run_1/congestion.png
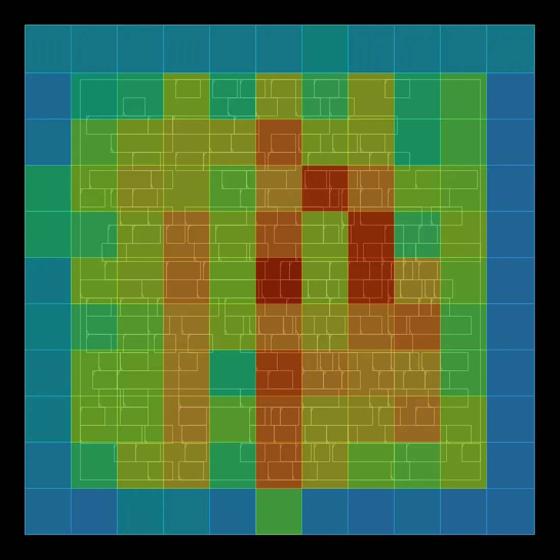
run_1/cell_density.png
8 x 8 tiles, from dark blue (low) to red (high), 0 to 100% covered.
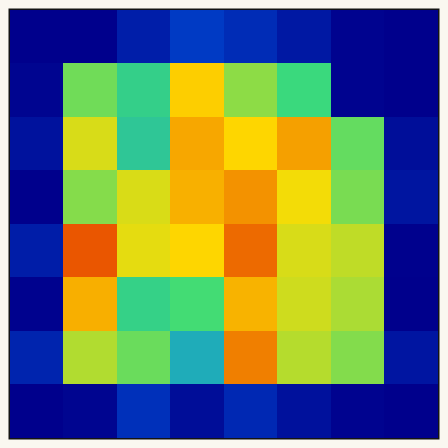
run_1/wires.png
Scale bar: 20 um.
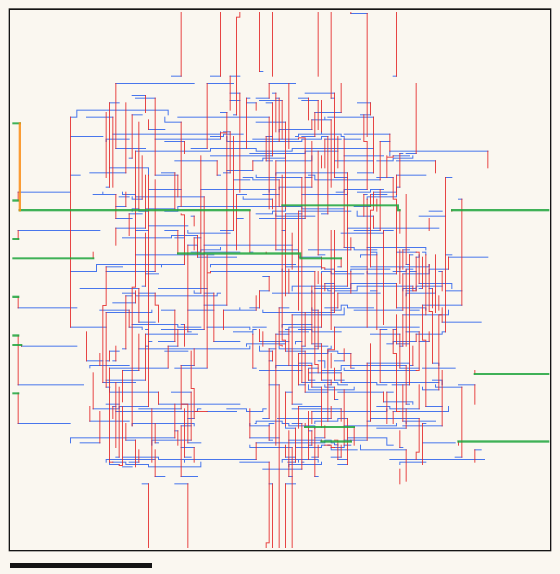
run_1/clk_routes.png
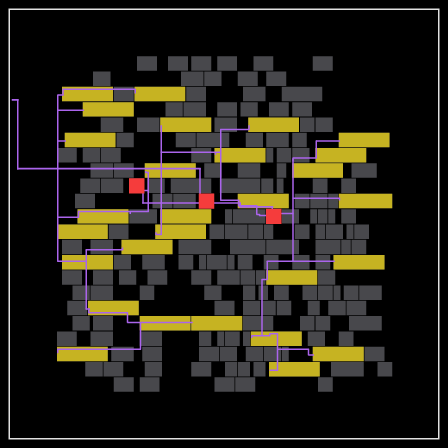
<file path="config.mk">
export PLATFORM = sky130hd
export DESIGN_NAME = serializer_flat
export DESIGN_NICKNAME = d
export VERILOG_FILES = /design/src/rtl/serializer_if.sv /design/src/rtl/serializer.sv /design/src/flat_wrapper.sv
export SDC_FILE = /design/constraint.sdc
export NUM_CORES = 1
export LEC_CHECK = 0
export CAP_MARGIN = 20
export CORE_MARGIN = 8
export CORE_UTILIZATION = 45
export DETAILED_ROUTE_END_ITERATION = 7
export PLACE_DENSITY_LB_ADDON = 0.15
export SLEW_MARGIN = 10
export SYNTH_ARGS = -nofsm -noshare
export SYNTH_HDL_FRONTEND = slang
export SYNTH_SLANG_ARGS = --single-unit
</file>
<file path="constraint.sdc">
create_clock -name clk_i -period 1.5 [get_ports clk_i]
set_clock_uncertainty 0.05 [all_clocks]
set_input_delay 0.15 -clock clk_i [delete_from_list [all_inputs] [get_ports clk_i]]
set_output_delay 0.15 -clock clk_i [all_outputs]
set_load 0.01 [all_outputs]
</file>
<file path="src/rtl/serializer_if.sv">
// -----------------------------------------------------------------------------
// serializer_if
// Groups the parallel ready/valid handshake and the serial data/valid pair of
// the serializer into one bundle.
//   data_i         : parallel word to send
//   data_mod_i     : number of bits to send, MSB first (0 means full width)
//   data_val_i     : data_i / data_mod_i are valid
//   ready_o        : serializer accepts a word this cycle
//   ser_data_o     : serial bit
//   ser_data_val_o : ser_data_o is valid
//   ser_ready_i    : consumer takes the presented bit (only when
//                    SERIALIZER_BACKPRESSURE_EN is defined)
// Modports: slave = the serializer, master = its environment.
// -----------------------------------------------------------------------------
interface serializer_if #(
   parameter int DATA_BUS_WIDTH = 16
) ();
   localparam int MOD_WIDTH = $clog2(DATA_BUS_WIDTH) + 1;

   logic [DATA_BUS_WIDTH-1:0] data_i;
   logic [MOD_WIDTH-1:0]      data_mod_i;
   logic                      data_val_i;
   logic                      ready_o;
   logic                      ser_data_o;
   logic                      ser_data_val_o;
`ifdef SERIALIZER_BACKPRESSURE_EN
   logic                      ser_ready_i;

   modport slave (
      input  data_i, data_mod_i, data_val_i, ser_ready_i,
      output ready_o, ser_data_o, ser_data_val_o
   );

   modport master (
      output data_i, data_mod_i, data_val_i, ser_ready_i,
      input  ready_o, ser_data_o, ser_data_val_o
   );
`else
   modport slave (
      input  data_i, data_mod_i, data_val_i,
      output ready_o, ser_data_o, ser_data_val_o
   );

   modport master (
      output data_i, data_mod_i, data_val_i,
      input  ready_o, ser_data_o, ser_data_val_o
   );
`endif
endinterface

</file>
<file path="src/rtl/serializer.sv">
// -----------------------------------------------------------------------------
// serializer
// Takes a parallel word plus a bit count over a ready/valid handshake and
// shifts N bits out MSB first, one per cycle, as a registered serial
// data/valid pair. A new word can be accepted in the cycle the last bit of the
// current word is presented, so consecutive words stream with no gap.
//
// Ports:
//   clk_i    : clock, rising edge
//   arst_n_i : asynchronous active-low reset
//   bus      : serializer_if.slave (parallel handshake + serial pair)
//
// Optional feature (macro SERIALIZER_BACKPRESSURE_EN): adds bus.ser_ready_i;
// a presented bit only advances when the consumer takes it, and the serial
// outputs hold while it does not.
// -----------------------------------------------------------------------------
module serializer #(
   parameter int DATA_BUS_WIDTH = 16,
   parameter int MOD_WIDTH      = $clog2(DATA_BUS_WIDTH) + 1
) (
   input  logic         clk_i,
   input  logic         arst_n_i,
   serializer_if.slave  bus
);

   localparam logic [MOD_WIDTH-1:0] FULL_N = MOD_WIDTH'(DATA_BUS_WIDTH);

   typedef enum logic [0:0] {
      ST_IDLE  = 1'b0,
      ST_SHIFT = 1'b1
   } state_t;

   state_t                    state_q;
   logic [DATA_BUS_WIDTH-1:0] shift_q;     // current bit sits at the MSB
   logic [MOD_WIDTH-1:0]      cnt_q;       // bits presented so far, 1..N
   logic [MOD_WIDTH-1:0]      n_q;         // effective length of current word
   logic                      ser_data_q;
   logic                      ser_val_q;

   logic [MOD_WIDTH-1:0]      n_d;
   logic                      ser_ready_s;
   logic                      last_s;
   logic                      ready_s;
   logic                      accept_s;

`ifdef SERIALIZER_BACKPRESSURE_EN
   assign ser_ready_s = bus.ser_ready_i;
`else
   assign ser_ready_s = 1'b1;
`endif

   // Effective bit count: 0 and anything above the bus width mean a full word.
   always_comb begin
      if ((bus.data_mod_i == {MOD_WIDTH{1'b0}}) || (bus.data_mod_i > FULL_N)) begin
         n_d = FULL_N;
      end else begin
         n_d = bus.data_mod_i;
      end
   end

   assign last_s = (state_q == ST_SHIFT) && (cnt_q == n_q);

   // ready depends only on state, counter and consumer, never on data_val_i.
   always_comb begin
      case (state_q)
         ST_IDLE:  ready_s = 1'b1;
         ST_SHIFT: ready_s = last_s && ser_ready_s;
         default:  ready_s = 1'b0;
      endcase
   end

   assign accept_s = bus.data_val_i && ready_s;

   // Control FSM with shift register, counter and registered serial outputs.
   always_ff @(posedge clk_i or negedge arst_n_i) begin
      if (!arst_n_i) begin
         state_q    <= ST_IDLE;
         shift_q    <= {DATA_BUS_WIDTH{1'b0}};
         cnt_q      <= {MOD_WIDTH{1'b0}};
         n_q        <= {MOD_WIDTH{1'b0}};
         ser_data_q <= 1'b0;
         ser_val_q  <= 1'b0;
      end else begin
         case (state_q)
            ST_IDLE: begin
               if (accept_s) begin
                  state_q    <= ST_SHIFT;
                  shift_q    <= bus.data_i;
                  n_q        <= n_d;
                  cnt_q      <= MOD_WIDTH'(1);
                  ser_data_q <= bus.data_i[DATA_BUS_WIDTH-1];
                  ser_val_q  <= 1'b1;
               end
            end
            ST_SHIFT: begin
               if (accept_s) begin
                  // Reload on the last-bit cycle: first bit of the next word
                  // follows directly.
                  shift_q    <= bus.data_i;
                  n_q        <= n_d;
                  cnt_q      <= MOD_WIDTH'(1);
                  ser_data_q <= bus.data_i[DATA_BUS_WIDTH-1];
                  ser_val_q  <= 1'b1;
               end else if (ser_ready_s) begin
                  if (cnt_q == n_q) begin
                     state_q    <= ST_IDLE;
                     shift_q    <= {DATA_BUS_WIDTH{1'b0}};
                     cnt_q      <= {MOD_WIDTH{1'b0}};
                     ser_data_q <= 1'b0;
                     ser_val_q  <= 1'b0;
                  end else begin
                     shift_q    <= {shift_q[DATA_BUS_WIDTH-2:0], 1'b0};
                     cnt_q      <= cnt_q + MOD_WIDTH'(1);
                     ser_data_q <= shift_q[DATA_BUS_WIDTH-2];
                  end
               end
            end
            default: begin
               state_q    <= ST_IDLE;
               shift_q    <= {DATA_BUS_WIDTH{1'b0}};
               cnt_q      <= {MOD_WIDTH{1'b0}};
               n_q        <= {MOD_WIDTH{1'b0}};
               ser_data_q <= 1'b0;
               ser_val_q  <= 1'b0;
            end
         endcase
      end
   end

   assign bus.ready_o        = ready_s;
   assign bus.ser_data_o     = ser_data_q;
   assign bus.ser_data_val_o = ser_val_q;

endmodule

</file>
<file path="src/flat_wrapper.sv">
// flat-port wrapper written by rule: the top's interface ports become plain ports
module serializer_flat 
#(
   parameter int DATA_BUS_WIDTH = 16,
   parameter int MOD_WIDTH      = $clog2(DATA_BUS_WIDTH) + 1
)
  (clk_i, arst_n_i, bus_data_i, bus_data_mod_i, bus_data_val_i, bus_ready_o, bus_ser_data_o, bus_ser_data_val_o);
  serializer_if #(.DATA_BUS_WIDTH(DATA_BUS_WIDTH)) bus_i ();
  input  logic clk_i;
  input  logic arst_n_i;
  input wire logic [$bits(bus_i.data_i)-1:0] bus_data_i;
  input wire logic [$bits(bus_i.data_mod_i)-1:0] bus_data_mod_i;
  input wire logic [$bits(bus_i.data_val_i)-1:0] bus_data_val_i;
  output wire logic [$bits(bus_i.ready_o)-1:0] bus_ready_o;
  output wire logic [$bits(bus_i.ser_data_o)-1:0] bus_ser_data_o;
  output wire logic [$bits(bus_i.ser_data_val_o)-1:0] bus_ser_data_val_o;
  assign bus_i.data_i = bus_data_i;
  assign bus_i.data_mod_i = bus_data_mod_i;
  assign bus_i.data_val_i = bus_data_val_i;
  assign bus_ready_o = bus_i.ready_o;
  assign bus_ser_data_o = bus_i.ser_data_o;
  assign bus_ser_data_val_o = bus_i.ser_data_val_o;
  serializer #(.DATA_BUS_WIDTH(DATA_BUS_WIDTH), .MOD_WIDTH(MOD_WIDTH)) u_core (.clk_i(clk_i), .arst_n_i(arst_n_i), .bus(bus_i));
endmodule
</file>
==> notes.md, run 1 <==
By instance count, the leading cell after synthesis is sky130_fd_sc_hd__dfrtp_1. The async set or reset register ratio after synthesis was 100%; the required time of the critical path was 1300 ps. The number of antenna violations at the first check in global routing was 0; the met3 wirelength from detailed routing was 137 um. For the number of hold violations in the final report, the log shows 0. Filler-free cell count of the finished design: 241. The final max-slew violation count recorded for this run is 0. From the final report, the count of setup violators was given as 20. For the combinational share of power, the log shows 55.5%. The run gives 0 as the post-detailed-route DRC marker count. Walking the worst path, the cells encountered are xnor2_2, nand2_2, o21a_2, inv_2, buf_6.

Register bit count reported by yosys: 28. The power report lists cell-internal power as 2.27 mW. With the top fanout value on the critical path at 2, the residual overflow from global routing is 0.

The run finished, with violations left. The clock passes through at most 2 buffers. The run gives 1440 ps for the signal arrival time at the worst endpoint.

The post-synth count of flops with an enable pin is 0. With the post-cts repair resize count at 12, the detailed-route wire length on metal 1 is 1770 um. For the sequential share of power, the log shows 33.7%. The top-level I/O count is 27.

Counting the warning lines in the Yosys log gives 0. According to the floorplan report, the total die area is 0.00580 sq mm. The run gives 1 for the number of H-tree branching levels. The leakage power in the latest report is 1.07 nW.

The post-CTS hold buffer count recorded in the log is 0. With the number of cell rows at 22, the total of fill cells in the finished design is 295. In the synthesized netlist, the number of instances is 141. Chip area from the yosys synthesis statistics: 0.00163 sq mm. TritonCTS built the clock tree. The max-slew headroom at the worst pin came out at 74.8%. Among logic cells in the layout, the one with the most instances is sky130_fd_sc_hd__dfrtp_1. The number of distinct library cells after synthesis was 38; the power density of the placed cells was 1580 mW/mm^2.

The tools report the post-synthesis cell area as 0.00163 sq mm. Class of the tightest hold or removal check: primary input to asynchronous set/reset pin. The detailed router's first-iteration violation count came out at 48. The run gives 36.5% for the switching share of total power. Entering global routing, the biggest net connects 29 pins. The tools report the endpoint class of the critical path as an output pin.

The die extent in y works out to 76.2 um. The count of nets left with antenna violations once routing finished came out at 0. Worst setup path category: register to output pin. The run gives 2830 um for the sum of net half-perimeters after detailed placement. In the final layout, the multi-input gates occupy 923 sq um.

The launching element type of the critical path was a register. Post-synthesis to final-layout area growth: 39.2%. In this run the top signal layer used is met4. The most area-hungry cell type in the Yosys netlist was sky130_fd_sc_hd__dfrtp_1. The number of port buffers works out to 26. In the global route stage, met3 resource usage came out at 3.18%. The kind of cell with the highest combined delay along the critical path is flip-flops. The library cells used most frequently in the layout, excluding fill and tap cells, are sky130_fd_sc_hd__dfrtp_1 (27), sky130_fd_sc_hd__buf_4 (25), sky130_fd_sc_hd__clkdlybuf4s50_1 (24). When the netlist entered floorplanning its net count stood at 167. For the finished layout, the period the worst path requires is 1640 ps.

The tool flagged a number of max-cap violations equal to 0. The cell total in the yosys stat output was 141. The run gives 28 as the number of clock sinks. The cell sitting at the root of the clock tree is a sky130_fd_sc_hd__clkbuf_4. At the pin with the least slew margin, the transition time is 378 ps. For this run, the post-layout net count is 220.

Setup repair after global routing could not meet its margin everywhere. Derived from the worst setup path, the maximum achievable clock frequency is 0.608 GHz. The worst path setup slack after routing came out at -144 ps. The dominant register cell in the synthesized netlist was sky130_fd_sc_hd__dfrtp_1. For the total power, the log shows 3.58 mW. The tools report the number of search-and-repair iterations in the first detailed-routing pass as 4. The checks that failed: setup timing.

After synthesis, flip-flops and latches occupy 43.0% of the total area. The first-pass GRT wire length is 6780 um, and the summed area of non-filler cells in the final layout is 0.00227 sq mm. The final antenna diode tally reported by the flow is 0.

Once placement finished, the instance area stood at 0.00213 sq mm. The run gives 11.6 sq um for the average footprint of a synthesized cell. The switching component of the power was 1.30 mW. Standard cell with the maximum stage delay on the critical path: sky130_fd_sc_hd__dfrtp_1. Counting both buffers and inverters, the worst setup path holds a total of 2. Looking at the post-CTS report, the setup buffer insertion count equals 4. After detailed placement, the design holds a cell count of 231.

The portion of the clock cycle consumed by the worst path in the final layout came out at 110%. The area share of the largest cell type after synthesis is 43.0%. The largest single stage delay on the critical path is 450 ps. With the total negative slack at -1240 ps, the via density per instance is 5.46. The number of global-route vias before repair came out at 1,492.
Notes on congestion.png above:
fraction of the core area covered by cells at the end of the flow: 63.4%
Global Route met2 Usage: 24.7%
GRT Max-Usage Layer: met2

Notes on cell_density.png above:
The emptiest ninth of the die: top right. The mean over all tiles is 38%. 19% of the tiles are over 75% full. 23% of the tiles are nearly empty. The densest ninth of the die: middle.
floorplan-stage core utilization: 45.5%
core footprint: 0.00358 sq mm

Notes on wires.png above:
Key: metal 1 = blue [wire length 1,770 um]; metal 3 = green [wire length 138 um]; metal 2 = red [wire length 1,890 um]; metal 4 = orange [wire length 12.2 um]
routed len/inst: 15.8 um
total global routing track utilization: 13.6%
count of vias placed by the detailed router: 1,316
Total Wirelength: 3810 um

Notes on clk_routes.png above:
Key: clock drivers = red [count 3]; clock wires = purple [length 374 um]; flip-flops = yellow [count 28]
There are 4 routed clock nets.
Clk power: 0.384 mW
clock power share: 10.7%
Insertion Delay late pin: 330 ps

-- run 1: registers in the layout, indices dropped and copies added (netlist names) --
name	count
u_core.bus.ser_data_o	1
u_core.shift_q	15
u_core.bus.ser_data_val_o	1
u_core.cnt_q	5
u_core.n_q	5
u_core.state_q	1
-- run 1: worst paths after layout --
check	start	endpoint	slack (ps)	depth (start not counted)
max in group asynchronous	arst_n_i	u_core.cnt_q[3]	990	2
setup reg to reg	u_core.n_q[3]	u_core.n_q[4]	-90	5
hold reg to reg	u_core.shift_q[8]	u_core.shift_q[9]	530	2
min in group clk_i	bus_data_i[10]	u_core.shift_q[10]	330	2
setup / recovery	u_core.n_q[3]	bus_ready_o	-140	5
hold / removal	arst_n_i	u_core.n_q[0]	120	2
-- run 1: cells by family after synthesis --
logic type | after synthesis | synth area share, %
AOI/OAI and AO/OA | 32 | 16.3
xor gates and xnor gates | 7 | 4.69
muxes | 31 | 20.2
buffers and inverters | 11 | 3.30
DFF | 28 | 43.0
adders and majority gates | 2 | 1.54
and+or+nand+nor | 30 | 11.0
-- run 1: power by group through the flow --
stage	clock network, mW	registers (mW)	logic [mW]
after floorplan	0	1.22	0.997
after global placement	0	1.22	1.67
after detailed placement	0	1.23	1.72
after CTS	0.391	1.21	1.89
after global routing	0.427	1.24	2.17
final	0.384	1.21	1.99
-- run 1: through the flow --
stage	hold WS, ps	setup slack [ps]
after floorplan	-196	0.414
after global routing	139	-229
after global placement	475	-436
after CTS	131	-160
after detailed placement	499	-468
final	122	-144
-- run 1: area by class of cell --
cell class | count | share of cell area [%]
multi-input combinational | 102 | 40.7
sequential | 28 | 31.0
clock buffer | 4 | 1.60
tap | 48 | 2.65
timing repair buffer | 56 | 23.6
inverter | 3 | 0.497
run_1/logic_types.png
Scale bar: 20 um.
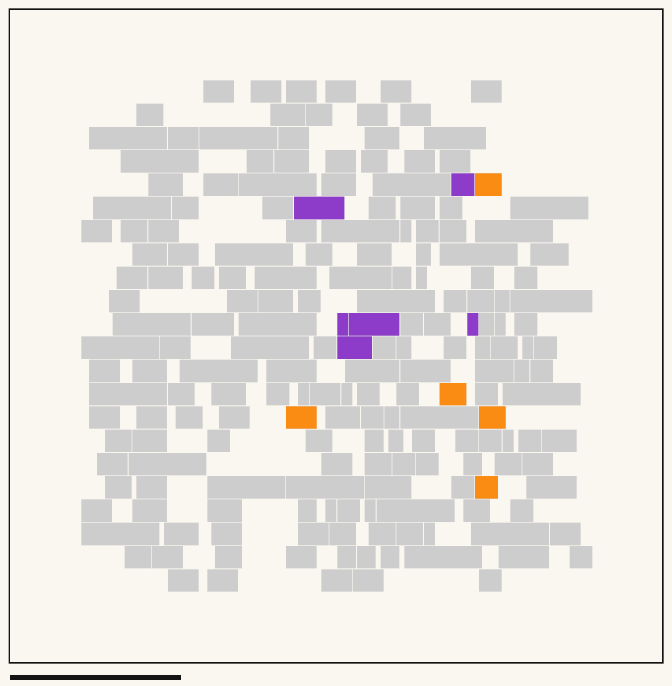

--- run 2 (diff from run 1) ---
==> constraint.sdc (replaced) <==
create_clock -name clk_i -period 1.6 [get_ports clk_i]
set_clock_uncertainty 0.05 [all_clocks]
set_input_delay 0.16 -clock clk_i [delete_from_list [all_inputs] [get_ports clk_i]]
set_output_delay 0.16 -clock clk_i [all_outputs]
set_load 0.01 [all_outputs]
run_2/logic_types.png
Scale bar: 20 um.
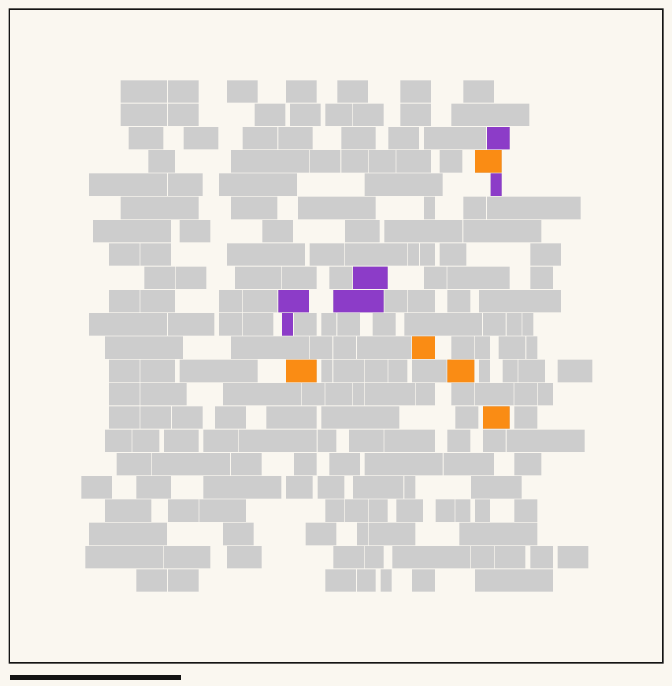
Key: non-inverting ao/oa cells = orange [cells 5]; nor cells = purple [cells 6, most used nor2_1, where middle]
multi-input gate share of the layout cell area: 41.4%
Finished Layout Cells: 243
Top cell excl fill/tap: sky130_fd_sc_hd__dfrtp_1

run_2/cell_density.png
8 x 8 tiles, from dark blue (low) to red (high), 0 to 100% covered.
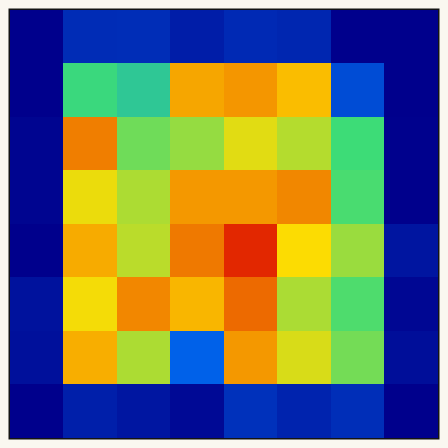
fraction of the core area covered by cells at the end of the flow: 66.6%

==> notes.md, run 2 <==
The post-synthesis cell count was 141 (unchanged). The checks that failed: setup timing. The most common cell in the synthesized netlist is sky130_fd_sc_hd__dfrtp_1.

The run gives 43.0% (unchanged) for the sequential share of the synthesized area. With the number of multi-input logic gates at 102 (unchanged), the final critical delay including setup and external delays is 1680 ps. The slew at the pin closest to its max-slew limit is 355 ps (-23.6 ps), and the sequential share of power is 31.8% (-1.9 points). The run gives 2.21% (+0.61 points) for the portion of the layout cell area used by clock cells.

The residual overflow from global routing is 0 (unchanged), and the first-pass GRT wire length is 6580 um (-2.8%). The overall global routing resource usage came out at 13.4% (-0.11 points). The setup violation total in the final timing report is 2 (-90%). Traced cell by cell, the critical path runs through xnor2_1, nand3_2, o21a_2, inv_2, buf_6. The via density per instance is 5.44 (-0.30%). The total area of multi-input combinational cells was 986 sq um (+6.8%). The worst path setup slack after routing is -75.4 ps (+68.6 ps), and the area share of the largest cell type after synthesis is 43.0% (unchanged). The number of flip-flops in the largest register is 15 (unchanged), and the number of global-route vias before repair is 1,378 (-7.6%). For the instance area at placement, the log shows 0.00212 sq mm (-0.47%). Static timing analysis puts the maximum clock frequency at 0.597 GHz.

With the final number of max-transition violations at 0 (unchanged), the number of antenna violations at the first check in global routing is 0 (unchanged). The signal arrival time at the worst endpoint came out at 1470 ps (+30 ps). For the max-slew headroom at the worst pin, the log shows 76.4% (+1.6 points).

The dominant register cell in the synthesized netlist was sky130_fd_sc_hd__dfrtp_1. The flow ran to the end, but the final reports show violations. For this design, the slowest cell found on the critical path is sky130_fd_sc_hd__dfrtp_1.

The switching share of total power came out at 35.7% (-0.76 points). The worst setup path is captured at an output pin. The portion of the clock cycle consumed by the worst path in the final layout was 105%; the detailed router's first-iteration violation count was 58 (+21%). The worst setup path is of the register to output pin kind. Of all cell types, the one taking the most synthesized area is sky130_fd_sc_hd__dfrtp_1. The standby leakage power was 1.10 nW (+2.9%); the summed area of non-filler cells in the final layout was 0.00238 sq mm (+5.1%). The tools report the chip area from the yosys synthesis statistics as 0.00163 sq mm (unchanged).

The tree is rooted in a sky130_fd_sc_hd__clkbuf_4. The sum of net half-perimeters after detailed placement is 2820 um (-0.51%). Looking at the group totals, the largest power group turns out to be combinational cells.
run 2: worst register-to-register path, cell delays in order (launching register included):
cell	delay, ps
sky130_fd_sc_hd__dfrtp_1	420
sky130_fd_sc_hd__xnor2_1	200
sky130_fd_sc_hd__nand3_2	110
sky130_fd_sc_hd__buf_4	190
sky130_fd_sc_hd__nor3_4	120
sky130_fd_sc_hd__buf_4	150
sky130_fd_sc_hd__clkbuf_16	150
sky130_fd_sc_hd__o2bb2ai_1	110
run 2: metal layers:
metal	up-vias	routed length, um	global-route usage, %
met3	2	133	3.77
met4	0	23	2.31
met5	-	0	0
met1	661	1700	15.8
li1	641	-	-
met2	19	2200	23.9
run 2: through the flow:
| stage | util (%) | hold slack, ps | worst slack [ps] | TNS (ps) | power [mW] |
|---|---|---|---|---|---|
| after floorplan | - | -186 | 44.9 | 0 | 2.08 |
| after global placement | 59.2 | 473 | -397 | -1400 | 2.69 |
| after detailed placement | 59.2 | 501 | -420 | -1890 | 2.76 |
| after CTS | 61.6 | 140 | -63.5 | -63.5 | 3.31 |
| after global routing | 66.6 | 155 | -159 | -673 | 3.84 |
| final | 66.6 | 131 | -75.4 | -83.9 | 3.60 |
run 2: cells by family (layout without fill, tap and decap cells):
kind of cell | count (synthesis) | after routing | share of synthesized area (%)
buffers and inverters | 11 | 65 | 3.30
XOR/XNOR | 7 | 7 | 4.69
flip-flops | 28 | 28 | 43.0
adder cells (fa/ha/maj) | 2 | 2 | 1.54
AND-OR/OR-AND | 32 | 32 | 16.3
multiplexers | 31 | 31 | 20.2
AND/OR/NAND/NOR | 30 | 30 | 11.0
run 2: what timing repair did:
item / in CTS / in global routing
buffers inserted: 3 / 4
resized: 9 / 22
endpoints found under the setup margin: 3 / 18
gates cloned: 0 / 2
pin swaps: 5 / 6
--- run 3 (diff from run 2) ---
--- a/config.mk
+++ b/config.mk
@@ -9,6 +9,7 @@
 export CORE_MARGIN = 8
 export CORE_UTILIZATION = 45
 export DETAILED_ROUTE_END_ITERATION = 7
+export GPL_ROUTABILITY_DRIVEN = 0
 export PLACE_DENSITY_LB_ADDON = 0.15
 export SLEW_MARGIN = 10
 export SYNTH_ARGS = -nofsm -noshare
run_3/wires.png
Scale bar: 20 um.
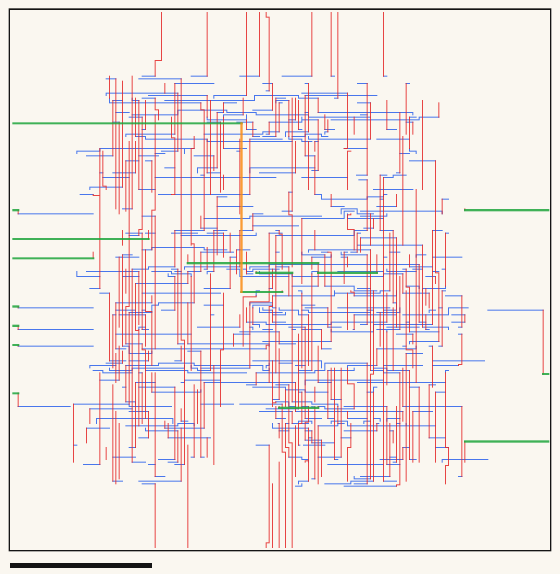
Total Wirelength: 4060 um
routed len/inst: 16.7 um
count of vias placed by the detailed router: 1,323
total global routing track utilization: 13.4%

==> notes.md, run 3 <==
The run finished, with violations left. The checks that failed: setup timing. Per the Yosys statistics, synthesis produced 141 cells. The run gives 76.4% (unchanged) for the max-slew headroom at the worst pin.

The run gives 105% (unchanged) for the portion of the clock cycle consumed by the worst path in the final layout. The filler-free cell count of the finished design is 243 (unchanged), and the instance area at placement is 0.00212 sq mm (unchanged). The slew at the pin closest to its max-slew limit was 355 ps (unchanged).

The logs give 0.00238 sq mm (unchanged) for the summed area of non-filler cells in the final layout and 0 (unchanged) for the number of antenna violations at the first check in global routing. The share of the core filled with cells is 66.6% (unchanged), and the depth of the worst register-to-register path is 7. The met3 wirelength from detailed routing is 133 um (unchanged), and the area share of the largest cell type after synthesis is 43.0% (unchanged). The logs give 29 for the pin count of the biggest net entering global routing and 0.597 GHz (unchanged) for the achievable frequency. As reported, the later end of the worst-skew pair has a clock insertion delay of 330 ps. With the post-synthesis cell count at 141 (unchanged), the number of nets in the final layout is 222. The run gives 0 (unchanged) as the final number of max-transition violations.

For the sequential share of the synthesized area, the log shows 43.0% (unchanged). Per the detail_route log, the uppermost layer with routed signals is met4. met2 is the most crowded layer.

The logs give 0.00163 sq mm (unchanged) for the chip area from the yosys synthesis statistics and 6580 um (unchanged) for the first-pass GRT wire length. With the worst path setup slack after routing at -75.4 ps (unchanged), the met2 wire length is 2200 um (unchanged). Final critical delay including setup and external delays: 1680 ps (unchanged). For the setup violation total in the final timing report, the log shows 2 (unchanged). Counting only logic cells after layout, the most numerous master is sky130_fd_sc_hd__dfrtp_1. The detailed router's first-iteration violation count was 58 (unchanged). Most common cell in the synthesized netlist: sky130_fd_sc_hd__dfrtp_1. The residual overflow from global routing was 0 (unchanged). TritonCTS built the clock tree.

The run gives 1,378 (unchanged) as the number of global-route vias before repair. The dominant register cell in the synthesized netlist is sky130_fd_sc_hd__dfrtp_1. The most area-hungry cell type in the Yosys netlist is sky130_fd_sc_hd__dfrtp_1.

For this configuration, the core starts out at a cell density of 45.5%. The gate-level netlist out of Yosys references 38 unique cell types. The worst setup path is captured at an output pin.

The buffer type at the clock tree root is sky130_fd_sc_hd__clkbuf_4. Setup repair after global routing could not meet its margin everywhere. The worst setup path is of the register to output pin kind.

The total negative slack is -83.9 ps (unchanged), and the register bit count reported by yosys is 28. The net count entering floorplan is 167. The run gives 1390 ps as the required time of the critical path. Following the worst setup path forward leads to its endpoint at bus_ready_o. With the core region area at 0.00358 sq mm, the signal arrival time at the worst endpoint is 1470 ps (about the same). The sum of net half-perimeters after detailed placement was 2820 um (unchanged). The standby leakage power is 1.10 nW (unchanged). The via density per instance is 5.44 (unchanged). The number of flip-flops in the largest register came out at 15 (unchanged). The tools report the minimum setup slack after placement as -420 ps (unchanged). In this run the core area contains 22 standard-cell rows. For the CTS buffer count, the log shows 3.

The horizontal extent of the die is 76.2 um. The class of the tightest hold or removal check is primary input to asynchronous set/reset pin. The synthesized netlist occupies a cell area of 0.00163 sq mm. The logs give 131 ps (unchanged) for the worst hold-check slack and 3.60 mW (unchanged) for the total power. The detailed-route wire length on metal 1 came out at 1700 um (unchanged).
run_3/congestion.png
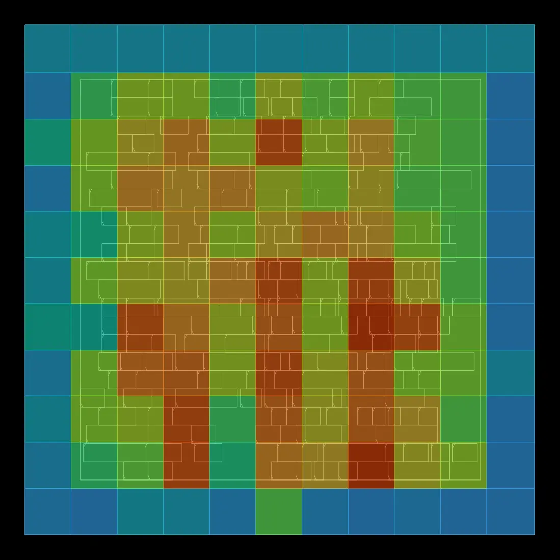
Global Route met2 Usage: 23.9%
routing usage on met3: 3.77%
met1 global-route usage: 15.8%

[run 3: what timing repair did]
action                                  in CTS  in global routing
endpoints found under the setup margin       3                 18
buffers inserted                             3                  4
cloned                                       0                  2
pin swaps                                    5                  6
endpoints found under the hold margin        0                  0
resized                                      9                 22
[run 3: logic make-up after synthesis]
family	after synthesis	share of synthesized area (%)
compound gates	32	16.3
xor+xnor	7	4.69
fa+ha+maj	2	1.54
buf+inv	11	3.30
flops	28	43.0
mux	31	20.2
simple gates	30	11.0
[run 3: how the worst min path moves through the flow]
stage	start	end	slack, ps	cells after the start
floorplan	arst_n_i	u_core.bus.ser_data_o	-190	0
global placement	u_core.shift_q[10]	u_core.shift_q[11]	470	2
detailed placement	u_core.shift_q[11]	u_core.shift_q[12]	500	2
CTS	arst_n_i	u_core.cnt_q[1]	140	2
global route	arst_n_i	u_core.cnt_q[1]	150	2
finish	arst_n_i	u_core.cnt_q[1]	130	2
[run 3: critical path: stages, from the launching register on]
cell	delay [ps]
sky130_fd_sc_hd__dfrtp_1	420
sky130_fd_sc_hd__xnor2_1	200
sky130_fd_sc_hd__nand3_2	110
sky130_fd_sc_hd__o21a_2	230
sky130_fd_sc_hd__inv_2	60
sky130_fd_sc_hd__buf_6	90
[run 3: area by class of cell]
type,instances,area [sq um]
clock buffers,3,22.5
clock inverters,1,30.0
fillers,293,1200
inverters,3,11.3
multi-input cells,102,986
flip-flops and latches,28,702
well taps,48,60.1
repair buffers,58,571
[run 3: power by group]
part	internal (mW)	total, mW	leakage (nW)	switching, mW
logic	1.10	1.98	0.712	0.881
registers	0.961	1.15	0.356	0.184
clock network	0.254	0.474	0.0279	0.221
total	2.31	3.60	1.10	1.29
No activity file was given, so power comes from the tool's default toggle rates.
